Cell sizes after repair:
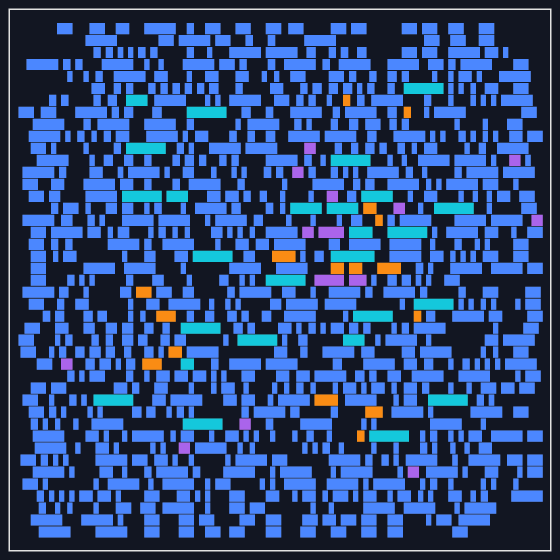
Routing congestion:
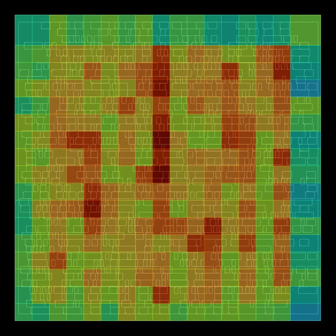
The metal 3 layer:
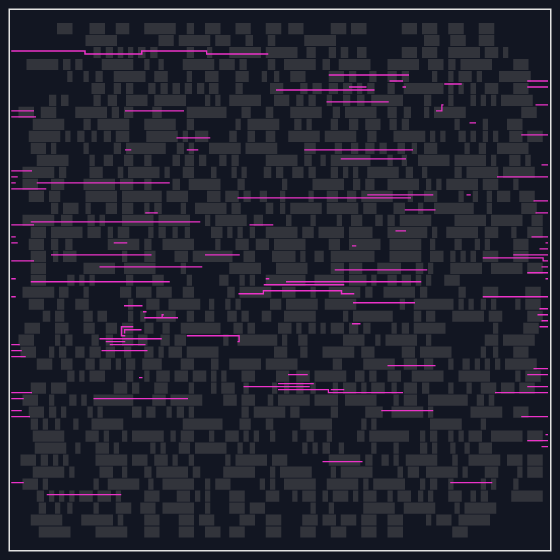
Logic cells by family:
The bar under the picture is 20 um long.
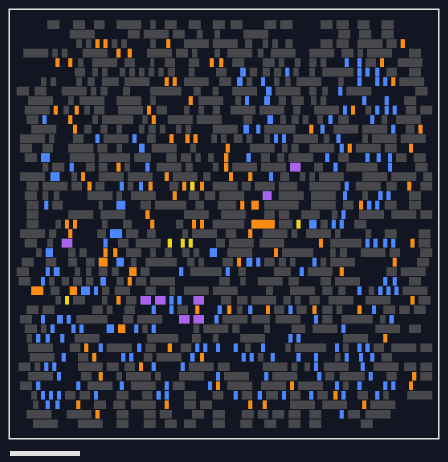
Clock network drawn from the DEF:
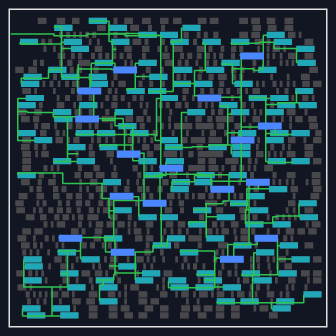
## config.mk

```make
export PLATFORM = sky130hd
export DESIGN_NAME = imm_gen_pipe
export DESIGN_NICKNAME = d
export VERILOG_FILES = /design/src/rtl/imm_gen_pipe.sv
export SDC_FILE = /design/constraint.sdc
export NUM_CORES = 1
export LEC_CHECK = 0
export CAP_MARGIN = 20
export CELL_PAD_IN_SITES_DETAIL_PLACEMENT = 1
export CELL_PAD_IN_SITES_GLOBAL_PLACEMENT = 1
export CORE_UTILIZATION = 42
export CTS_CLUSTER_SIZE = 14
export DETAILED_ROUTE_END_ITERATION = 7
export PLACE_DENSITY_LB_ADDON = 0.05
export SYNTH_ARGS = -nofsm -noshare
export SYNTH_HDL_FRONTEND = slang
export SYNTH_SLANG_ARGS = --single-unit
```

## constraint.sdc

```tcl
create_clock -name clk -period 5.85 [get_ports clk]
set_input_delay 1.755 -clock clk [delete_from_list [all_inputs] [get_ports clk]]
set_output_delay 1.755 -clock clk [all_outputs]
set_load 0.02 [all_outputs]
```

## src/rtl/imm_gen_pipe.sv

```systemverilog
// Pipelined RV32I/RV64I immediate generator with format report and a
// 2-entry skid buffer: valid/ready in, {imm, fmt, inst} out one cycle later.
//   clk, rst             rising-edge clock, synchronous active-high reset
//   in_valid/in_ready    upstream handshake, in_inst instruction word
//   out_valid/out_ready  downstream handshake
//   out_imm              XLEN-bit extended immediate
//   out_fmt              0 I, 1 S, 2 B, 3 U, 4 J, 5 Z, 7 NONE
//   out_inst             instruction word that produced out_imm
module imm_gen_pipe #(
  parameter int XLEN = 32
) (
  input  logic            clk,
  input  logic            rst,
  input  logic            in_valid,
  output logic            in_ready,
  input  logic [31:0]     in_inst,
  output logic            out_valid,
  input  logic            out_ready,
  output logic [XLEN-1:0] out_imm,
  output logic [2:0]      out_fmt,
  output logic [31:0]     out_inst
);

  localparam logic [2:0] FMT_I    = 3'd0;
  localparam logic [2:0] FMT_S    = 3'd1;
  localparam logic [2:0] FMT_B    = 3'd2;
  localparam logic [2:0] FMT_U    = 3'd3;
  localparam logic [2:0] FMT_J    = 3'd4;
  localparam logic [2:0] FMT_Z    = 3'd5;
  localparam logic [2:0] FMT_NONE = 3'd7;

  logic [6:0]      opc;
  logic            is_i, is_s, is_b, is_u, is_j, is_z;
  logic [XLEN-1:0] dec_imm;
  logic [2:0]      dec_fmt;

  logic            main_valid_q, main_valid_d;
  logic [XLEN-1:0] main_imm_q, main_imm_d;
  logic [2:0]      main_fmt_q, main_fmt_d;
  logic [31:0]     main_inst_q, main_inst_d;
  logic            skid_valid_q, skid_valid_d;
  logic [XLEN-1:0] skid_imm_q, skid_imm_d;
  logic [2:0]      skid_fmt_q, skid_fmt_d;
  logic [31:0]     skid_inst_q, skid_inst_d;

  logic accept, drain;

  assign opc = in_inst[6:0];

  always_comb begin
    is_i = (opc == 7'b0000011) || (opc == 7'b0001111) ||
           (opc == 7'b0010011) || (opc == 7'b1100111) ||
           ((opc == 7'b0011011) && (XLEN == 64)) ||
           ((opc == 7'b1110011) && !in_inst[14]);
    is_z = (opc == 7'b1110011) && in_inst[14];
    is_s = (opc == 7'b0100011);
    is_b = (opc == 7'b1100011);
    is_u = (opc == 7'b0110111) || (opc == 7'b0010111);
    is_j = (opc == 7'b1101111);
  end

  // Size casts of $signed operands sign-extend to XLEN.
  always_comb begin
    dec_imm = '0;
    dec_fmt = FMT_NONE;
    unique case (1'b1)
      is_i: begin
        dec_fmt = FMT_I;
        dec_imm = XLEN'($signed(in_inst[31:20]));
      end
      is_s: begin
        dec_fmt = FMT_S;
        dec_imm = XLEN'($signed({in_inst[31:25], in_inst[11:7]}));
      end
      is_b: begin
        dec_fmt = FMT_B;
        dec_imm = XLEN'($signed({in_inst[31], in_inst[7],
                                 in_inst[30:25], in_inst[11:8],
                                 1'b0}));
      end
      is_u: begin
        dec_fmt = FMT_U;
        dec_imm = XLEN'($signed({in_inst[31:12], 12'b0}));
      end
      is_j: begin
        dec_fmt = FMT_J;
        dec_imm = XLEN'($signed({in_inst[31], in_inst[19:12],
                                 in_inst[20], in_inst[30:21],
                                 1'b0}));
      end
      is_z: begin
        dec_fmt = FMT_Z;
        dec_imm = XLEN'(in_inst[19:15]);
      end
      default: begin
        dec_fmt = FMT_NONE;
        dec_imm = '0;
      end
    endcase
  end

  // Ready depends only on skid occupancy, never on out_ready.
  assign in_ready = !skid_valid_q && !rst;
  assign accept   = in_valid && in_ready;
  assign drain    = main_valid_q && out_ready;

  always_comb begin
    main_valid_d = main_valid_q;
    main_imm_d   = main_imm_q;
    main_fmt_d   = main_fmt_q;
    main_inst_d  = main_inst_q;
    skid_valid_d = skid_valid_q;
    skid_imm_d   = skid_imm_q;
    skid_fmt_d   = skid_fmt_q;
    skid_inst_d  = skid_inst_q;
    if (!main_valid_q || (drain && !skid_valid_q)) begin
      main_valid_d = accept;
      if (accept) begin
        main_imm_d  = dec_imm;
        main_fmt_d  = dec_fmt;
        main_inst_d = in_inst;
      end
    end else if (drain) begin
      // Skid full here, so in_ready was low and nothing is accepted.
      main_valid_d = 1'b1;
      main_imm_d   = skid_imm_q;
      main_fmt_d   = skid_fmt_q;
      main_inst_d  = skid_inst_q;
      skid_valid_d = 1'b0;
    end else if (accept) begin
      skid_valid_d = 1'b1;
      skid_imm_d   = dec_imm;
      skid_fmt_d   = dec_fmt;
      skid_inst_d  = in_inst;
    end
  end

  always_ff @(posedge clk) begin
    if (rst) begin
      main_valid_q <= 1'b0;
      main_imm_q   <= '0;
      main_fmt_q   <= '0;
      main_inst_q  <= '0;
      skid_valid_q <= 1'b0;
      skid_imm_q   <= '0;
      skid_fmt_q   <= '0;
      skid_inst_q  <= '0;
    end else begin
      main_valid_q <= main_valid_d;
      main_imm_q   <= main_imm_d;
      main_fmt_q   <= main_fmt_d;
      main_inst_q  <= main_inst_d;
      skid_valid_q <= skid_valid_d;
      skid_imm_q   <= skid_imm_d;
      skid_fmt_q   <= skid_fmt_d;
      skid_inst_q  <= skid_inst_d;
    end
  end

  assign out_valid = main_valid_q;
  assign out_imm   = main_imm_q;
  assign out_fmt   = main_fmt_q;
  assign out_inst  = main_inst_q;

endmodule

```

==> results.py <==
# Generated from Yosys and OpenROAD reports
metrics = {
    "cts": {
        "worst_skew_late_latency_ps": 410,
        "worst_setup_hold_path_clk_slew_ps": 60,
        "count_of_hold_buffers_inserted_by_post_cts_repair": 0,
        "numClockSinks": 136,
        "post-cts-setup-buffers": 0,
        "cts_tree": "built",
        "cts_buffers": 17,
    },
    "status": {
        "run_status": "complete, no violations",
    },
    "global_route": {
        "pin_count_of_the_biggest_net_entering_global_routing": 83,
        "grt_pass1_vias": 5966,
        "grt.busiest_layer": "met2",
        "grt_first_pass_wirelength_um": 31300,
        "number_of_antenna_violations_at_the_first_check_in_global_routing": 0,
        "met3_use_gr": 0.0469,
    },
    "yosys": {
        "synthesis.nets": 797,
        "synth-edff-count": 0,
        "yosys_synthesis_warning_count": 0,
        "synth_flop_count": 136,
        "mux_share": 0.00185,
        "post_syn_area_um2": 6100,
        "ys_sh_aoi": 0.258,
        "synth.yosys.chip_area_um2": 6100,
        "area_leaders": "dfxtp_1, nand2_1, a311oi_1, a21oi_1, nor2_1",
        "synthTopCellsByCount": "nand2_1, dfxtp_1, nor2_1, a21oi_1, o21ai_0",
        "post-synth-top-area-cell": "dfxtp_1",
        "yosys.cell_count.top_type": "nand2_1",
        "ys_sh_simple": 0.224,
        "synthXorXnorAreaFrac": 0,
        "async_flop_share": 0,
        "synthesis.instances": 761,
        "ys_top_logic_family": "AND-OR/OR-AND gates",
    },
    "power": {
        "power.share.clock": 0.419,
        "power_switching_mw": 0.620,
        "seq_power_mw": 0.996,
        "clockNetworkPower_mw": 0.961,
        "power.switching_fraction": 0.270,
        "pg_comb_mw": 0.339,
        "cell_internal_pwr_mw": 1.68,
        "top_power_group": "sequential cells",
        "vdd_drop_max_v": 0.000182,
        "report.power.total_mw": 2.30,
    },
    "sta": {
        "hold-worst-slack_ps": 456,
        "finalSetupViolCount": 0,
        "final-hold-violation-count": 0,
        "post-route-min-period_ps": 4420,
        "timing.final.crit_share": 0.755,
        "timing_worst_slew_pin_value_ps": 983,
        "max_clock_freq_ghz": 0.226,
        "skew_ps": 5.07,
        "final-max-slew-violation-count": 0,
        "setup-tns-final_ps": 0,
    },
    "floorplanning": {
        "io-pin-count": 105,
        "die_height_um": 123,
        "die_width_um": 123,
        "core_footprint_um2": 14000,
        "chipArea_um2": 15000,
    },
    "final_layout": {
        "layout_top_cell": "nand2_1",
        "num_antenna_cells": 0,
        "stdcell_count": 1014,
        "final_layout_top_logic_cells": "nand2_1, dfxtp_1, clkdlybuf4s50_1",
        "syn_to_final_growth_pct": 25.3,
        "final_design_area_no_fill_um2": 7650,
        "post_route_cells_drive_above_1_share": 0.0671,
    },
    "setup_path": {
        "worst-setup-path-type": "primary input to primary output",
        "endpoint_kind": "primary output",
        "critPathSlowestCell": "clkdlybuf4s50_1",
        "timing.critical_path.cells": "buf_4, nor2_1, clkdlybuf4s50_1",
        "cp.arrival_ps": 2660,
        "timing.critical_path.fanout_max": 2,
        "timing.critical_path.max_delay_family": "buffers and inverters",
        "buffers_plus_inverters_on_the_worst_setup_path": 2,
    },
    "routing": {
        "route.met3.wl_um": 920,
        "post-route-drc-count": 0,
        "wl_met1_um": 9000,
        "topRoutingLayerUsed": "met4",
        "via_count": 6027,
        "dr_wl_met2_um": 9520,
        "drt_pre_antenna_iters": 5,
        "via_per_inst": 5.94,
    },
    "placement": {
        "buffer_ports.inserted": 104,
        "detailed_place_hpwl_um": 12600,
        "place.gp.congestion": 0.836,
        "dpl_cell_area_um2": 7060,
    },
    "hold_path": {
        "hp-class": "flip-flop to flip-flop",
    },
    "run": {
        "openroad.warnings": 26,
    },
}
About 'cell sizes after repair':
drive 1 or less -> blue  # cells 778
drive 2 -> orange  # cells 16
drive 6 and up -> cyan  # cells 26
drive 3 to 4 -> purple  # cells 14

About 'routing congestion':
met1 capacity usage during global routing: 0.351
combined global-route utilization of all metal layers: 0.272
met2 layer usage reported by global route: 0.460

About 'the metal 3 layer':
longest straight run = 39.1 um
wire length on this layer = 921 um
main direction = horizontal
nets with wire on the layer = 87

About 'logic cells by family':
inverters -> yellow  # cells 6, where center
AND-OR and OR-AND gates -> purple  # cells 8
NOR gates -> orange  # cells 94, where widely spread
NAND gates -> blue  # cells 173, where widely spread

About 'clock network drawn from the DEF':
clock wires -> green  # length 1750 um
cells driving clock nets -> blue  # count 17
flip-flops -> cyan  # count 136
routed clock nets = 18

worst paths after layout:
| kind | depth (start not counted) | from | slack (ps) | to |
|---|---|---|---|---|
| worst max-delay path | 3 | rst | 1430 | in_ready |
| worst min-delay path | 2 | skid_imm_q[10] | 460 | skid_imm_q[10] |
| worst max register to register | 4 | skid_valid_q | 3270 | skid_imm_q[23] |
| worst min register to register | 2 | skid_imm_q[10] | 460 | skid_imm_q[10] |
area by class of cell:
| class | count | area [um2] |
|---|---|---|
| inverters | 6 | 22.5 |
| clock inverters | 8 | 48.8 |
| fillers | 1668 | 6390 |
| repair buffers | 117 | 1200 |
| clock buffers | 22 | 474 |
| multi-input cells | 545 | 2950 |
| well taps | 180 | 225 |
| flip-flops and latches | 136 | 2720 |
Power is estimated from default activity; no workload was simulated.
